<file path="src/rtl/imm_encoder_rv32.sv">
// RV32 immediate encoder: packs I/S/SB/J fields into an instruction word, flags out-of-range immediates.
// Latency 1 cycle through a 2-entry FIFO; in_ready depends only on registered occupancy.
module imm_encoder_rv32 #(
  parameter int ERR_W = 8
) (
  input  logic             clk,
  input  logic             rst,
  input  logic             in_valid,
  output logic             in_ready,
  input  logic [1:0]       ImmSel,
  input  logic [31:0]      imm,
  input  logic [4:0]       rs1,
  input  logic [4:0]       rs2,
  input  logic [4:0]       rd,
  input  logic [2:0]       funct3,
  input  logic [6:0]       opcode,
  output logic             out_valid,
  input  logic             out_ready,
  output logic [31:0]      instr,
  output logic             out_err,
  output logic [ERR_W-1:0] err_count
);

  typedef enum logic [1:0] {EMPTY, ONE, FULL} state_e;

  state_e           state_q, state_d;
  logic             wr_ptr_q, wr_ptr_d;
  logic             rd_ptr_q, rd_ptr_d;
  logic             live_q;
  logic [ERR_W-1:0] err_cnt_q, err_cnt_d;
  logic [32:0]      mem_q [2];

  logic        push, pop;
  logic [31:0] enc;
  logic        enc_err;

  always_comb begin
    enc     = 32'h0;
    enc_err = 1'b0;
    unique case (ImmSel)
      2'b00: begin
        enc     = {imm[11:0], rs1, funct3, rd, opcode};
        enc_err = !((&imm[31:11]) || !(|imm[31:11]));
      end
      2'b01: begin
        enc     = {imm[11:5], rs2, rs1, funct3, imm[4:0], opcode};
        enc_err = !((&imm[31:11]) || !(|imm[31:11]));
      end
      2'b10: begin
        enc     = {imm[12], imm[10:5], rs2, rs1, funct3, imm[4:1], imm[11], opcode};
        enc_err = !((&imm[31:12]) || !(|imm[31:12])) || imm[0];
      end
      default: begin
        enc     = {imm[20], imm[10:1], imm[11], imm[19:12], rd, opcode};
        enc_err = !((&imm[31:20]) || !(|imm[31:20])) || imm[0];
      end
    endcase
  end

  // live_q keeps in_ready low until the first edge after reset release.
  assign in_ready  = live_q && (state_q != FULL);
  assign out_valid = (state_q != EMPTY);
  assign push      = in_valid && in_ready;
  assign pop       = out_valid && out_ready;
  assign {out_err, instr} = mem_q[rd_ptr_q];
  assign err_count = err_cnt_q;

  always_comb begin
    state_d   = state_q;
    wr_ptr_d  = wr_ptr_q;
    rd_ptr_d  = rd_ptr_q;
    err_cnt_d = err_cnt_q;
    if (push) wr_ptr_d = ~wr_ptr_q;
    if (pop)  rd_ptr_d = ~rd_ptr_q;
    if (push && enc_err && (err_cnt_q != {ERR_W{1'b1}}))
      err_cnt_d = err_cnt_q + ERR_W'(1);
    unique case (state_q)
      EMPTY:   if (push) state_d = ONE;
      ONE: begin
        if (push && !pop)      state_d = FULL;
        else if (pop && !push) state_d = EMPTY;
      end
      FULL:    if (pop) state_d = ONE;
      default: state_d = EMPTY;
    endcase
  end

  always_ff @(posedge clk or posedge rst) begin
    if (rst) begin
      state_q   <= EMPTY;
      wr_ptr_q  <= 1'b0;
      rd_ptr_q  <= 1'b0;
      live_q    <= 1'b0;
      err_cnt_q <= '0;
    end else begin
      state_q   <= state_d;
      wr_ptr_q  <= wr_ptr_d;
      rd_ptr_q  <= rd_ptr_d;
      live_q    <= 1'b1;
      err_cnt_q <= err_cnt_d;
    end
  end

  // Payload storage needs no reset: it is only observed while out_valid=1.
  always_ff @(posedge clk) begin
    if (push) mem_q[wr_ptr_q] <= {enc_err, enc};
  end

endmodule

</file>
<file path="config.mk">
export PLATFORM = sky130hd
export DESIGN_NAME = imm_encoder_rv32
export DESIGN_NICKNAME = d
export VERILOG_FILES = /design/src/rtl/imm_encoder_rv32.sv
export SDC_FILE = /design/constraint.sdc
export NUM_CORES = 1
export LEC_CHECK = 0
export ABC_AREA = 1
export ABC_CLOCK_PERIOD_IN_PS = 2790
export CAP_MARGIN = 20
export CORE_UTILIZATION = 28
export DETAILED_ROUTE_END_ITERATION = 12
export PLACE_DENSITY_LB_ADDON = 0.05
export SLEW_MARGIN = 0
export SYNTH_ARGS = -nofsm -noshare
export SYNTH_HDL_FRONTEND = slang
export SYNTH_SLANG_ARGS = --single-unit
</file>
<file path="constraint.sdc">
create_clock -name clk -period 2.79 [get_ports clk]
set_input_delay 0.279 -clock clk [delete_from_list [all_inputs] [get_ports clk]]
set_output_delay 0.279 -clock clk [all_outputs]
set_load 0.02 [all_outputs]
</file>
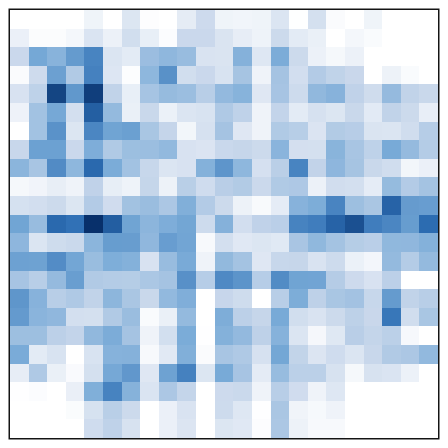
route_heat.png
23 x 23 tiles, from white (low) to dark blue (high), scaled to the fullest tile. Values are wire area over tile area, all layers added.
fullest tile: 0.38
tiles over half the peak: 13%
nearly empty tiles: 13%
mean over tiles: 0.10
Tot GR Track Use: 13.78%
drt total wl: 8292 µm
WL per Instance: 12.82 µm
vias: 2,737

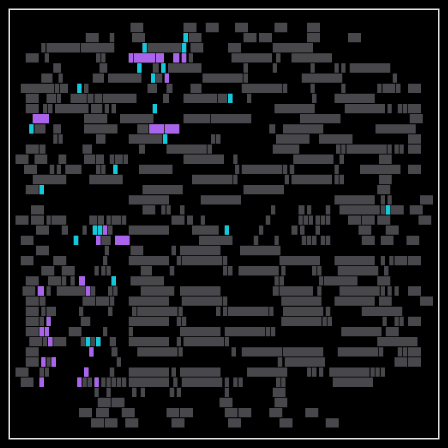
gates.png
[purple] nor cells | cells: 26
[cyan] inv cells | cells: 21
dominant logic cell type in the layout: nand2_1
Cell Count, Final, Fillers Out: 647
logic share of the area: 22.42%

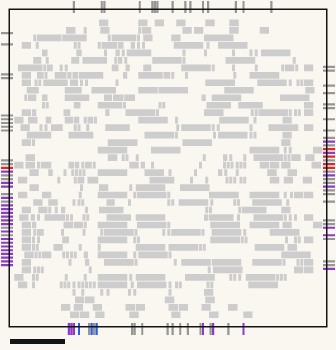
pinout.png
Bar = 20 µm. Pins as bars across the die edge, other pins in grey.
[blue] funct3 | pins: 3 | direction: input | edge: south
[red] rd | pins: 5 | direction: input | edge: 4 east, 1 west
[purple] imm | pins: 32 | direction: input | edge: 19 west, 7 east, 6 south
all pins by edge: 37 west, 33 east, 21 south, 15 north
# port buffers: 105
die width: 114.9 µm
die height: 114.9 µm

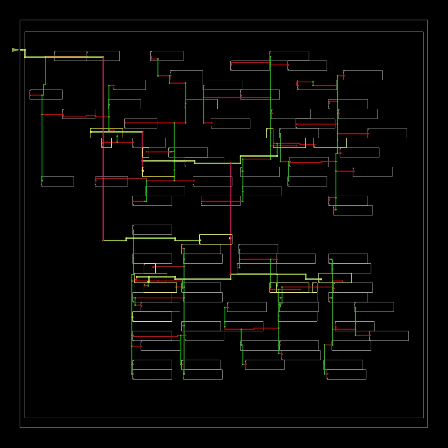
clock_nets.png
CLK BUF: 10
Sink Count: 79
sequential cells: 79
Latency at later pin: 0.33 ns

==> results.json <==
{
  "final_nets": 538,
  "ys_sh_simple_pct": 28.07,
  "cts_buffers": 9,
  "largest_area_cell": "edfxtp_1",
  "edf_count": 66,
  "pwr-share-comb_pct": 39.1,
  "dp_cells": 631,
  "outcome": "finished, final reports clean",
  "syn_area_per_cell_um2": 9.851,
  "ys_sh_aoi_pct": 1.860,
  "hp-class": "input pin to async pin",
  "cp-endpoint": "instr[23]",
  "dp_slack_ns": 0.7816,
  "ff2ff_path_depth": 6,
  "grt_pass1_wl_um": 13510,
  "use_met2_pct": 21.08,
  "largest_register_ff_count": 66,
  "chipArea_um2": 13190,
  "crit_fanout": 25,
  "final.period_utilization_pct": 79.54,
  "fin_util_pct": 42.36,
  "intPower_mw": 2.920,
  "setup_tns_ns": 0,
  "pwr.group.clock_mw": 1.14,
  "hold_viol": 0,
  "pwr-share-seq_pct": 35.3,
  "design_area_um2": 5172,
  "grtUsageMet3_pct": 5.851,
  "ys_cells": 362,
  "area_growth_pct": 45.05,
  "grt_use_met1_pct": 17.62,
  "first_pass_iters": 4,
  "ant_nets": 0,
  "clk_pin_slew_ns": 0.06,
  "cts_tree": "done",
  "ys.warnings.count": 0,
  "netlist_logic_family_top": "simple AND/OR/NAND/NOR gates",
  "drcViolationCount": 0,
  "synthFlopType": "edfxtp_1",
  "synthXorXnorAreaFrac_pct": 1.719,
  "grt_overflow": 0,
  "cts.hold.buffers_added": 0,
  "r2r_end": "mem_q[0][29]",
  "fp_util_pct": 29.20,
  "cts_buffer_depth": 2,
  "drt_iter0_drc": 95,
  "power.density_nw_per_um2": 858.0,
  "leakage_nw": 2.141,
  "maxSlewViolCount": 0,
  "synth.distinct_cells": 32,
  "r2r_setup_slack_ns": 1.21,
  "core_um2": 12210,
  "antenna_found_initial": 0,
  "p_comb_mw": 1.73,
  "grt_pass1_vias": 2705,
  "top_register": "mem_q",
  "finalSetupViolCount": 0,
  "worstMarginPinSlew_ns": 0.5323,
  "ys_chip_area_um2": 3566,
  "async_flop_share_pct": 16.46,
  "row_count": 40,
  "place_hpwl_um": 5808,
  "maxCapViolations": 0,
  "grt_max_degree": 34,
  "h-tree-depth": 3,
  "p_sw_share_pct": 34.20,
  "worstSetupEndpointType": "output port",
  "gp_congestion": 0.7266,
  "cts.repair.resized": 0,
  "final_layout_size_suffix_gt1_share_pct": 8.142,
  "fin_crit_ns": 2.219,
  "met3_wirelength_um": 702,
  "wl_met2_um": 3691,
  "rsz0062_at_grt": "false",
  "clock_skew_ns": 0.004398,
  "top_cells_by_area": "edfxtp_1, nand2_1, dfrtp_1",
  "p_switching_mw": 1.518,
  "final_cell_mix": "nand2_1, clkdlybuf4s50_1, edfxtp_1"
}
Yosys cell counts (2+ instances only):
cell	instances
clkinv_1	2
nand4_1	8
dfrtp_1	13
nor2_1	19
nor3_1	3
clkbuf_1	8
o21ai_0	3
edfxtp_1	66
nand3b_1	3
nand2_1	184
a21oi_1	4
inv_1	13
o211ai_1	2
inv_2	6
nand3_1	6
xor2_1	6
final cells by class:
type                            instances  area, µm²
Fill cell                            1261       7039
Sequential cell                        79       2307
Multi-Input combinational cell        253       1160
Timing Repair Buffer                  110       1126
Clock buffer                           10      229.0
Tap cell                              168      210.2
Inverter                               21      78.83
Clock inverter                          6      61.31
worst max-delay path, stage by stage, from the launching register on:
cell and delay, ns:
dfrtp_1 0.34, clkinv_1 0.30, buf_12 0.28, nand2_1 0.06, nand2_1 0.07, clkdlybuf4s50_1 0.55
Power and IR drop assume default switching activity.
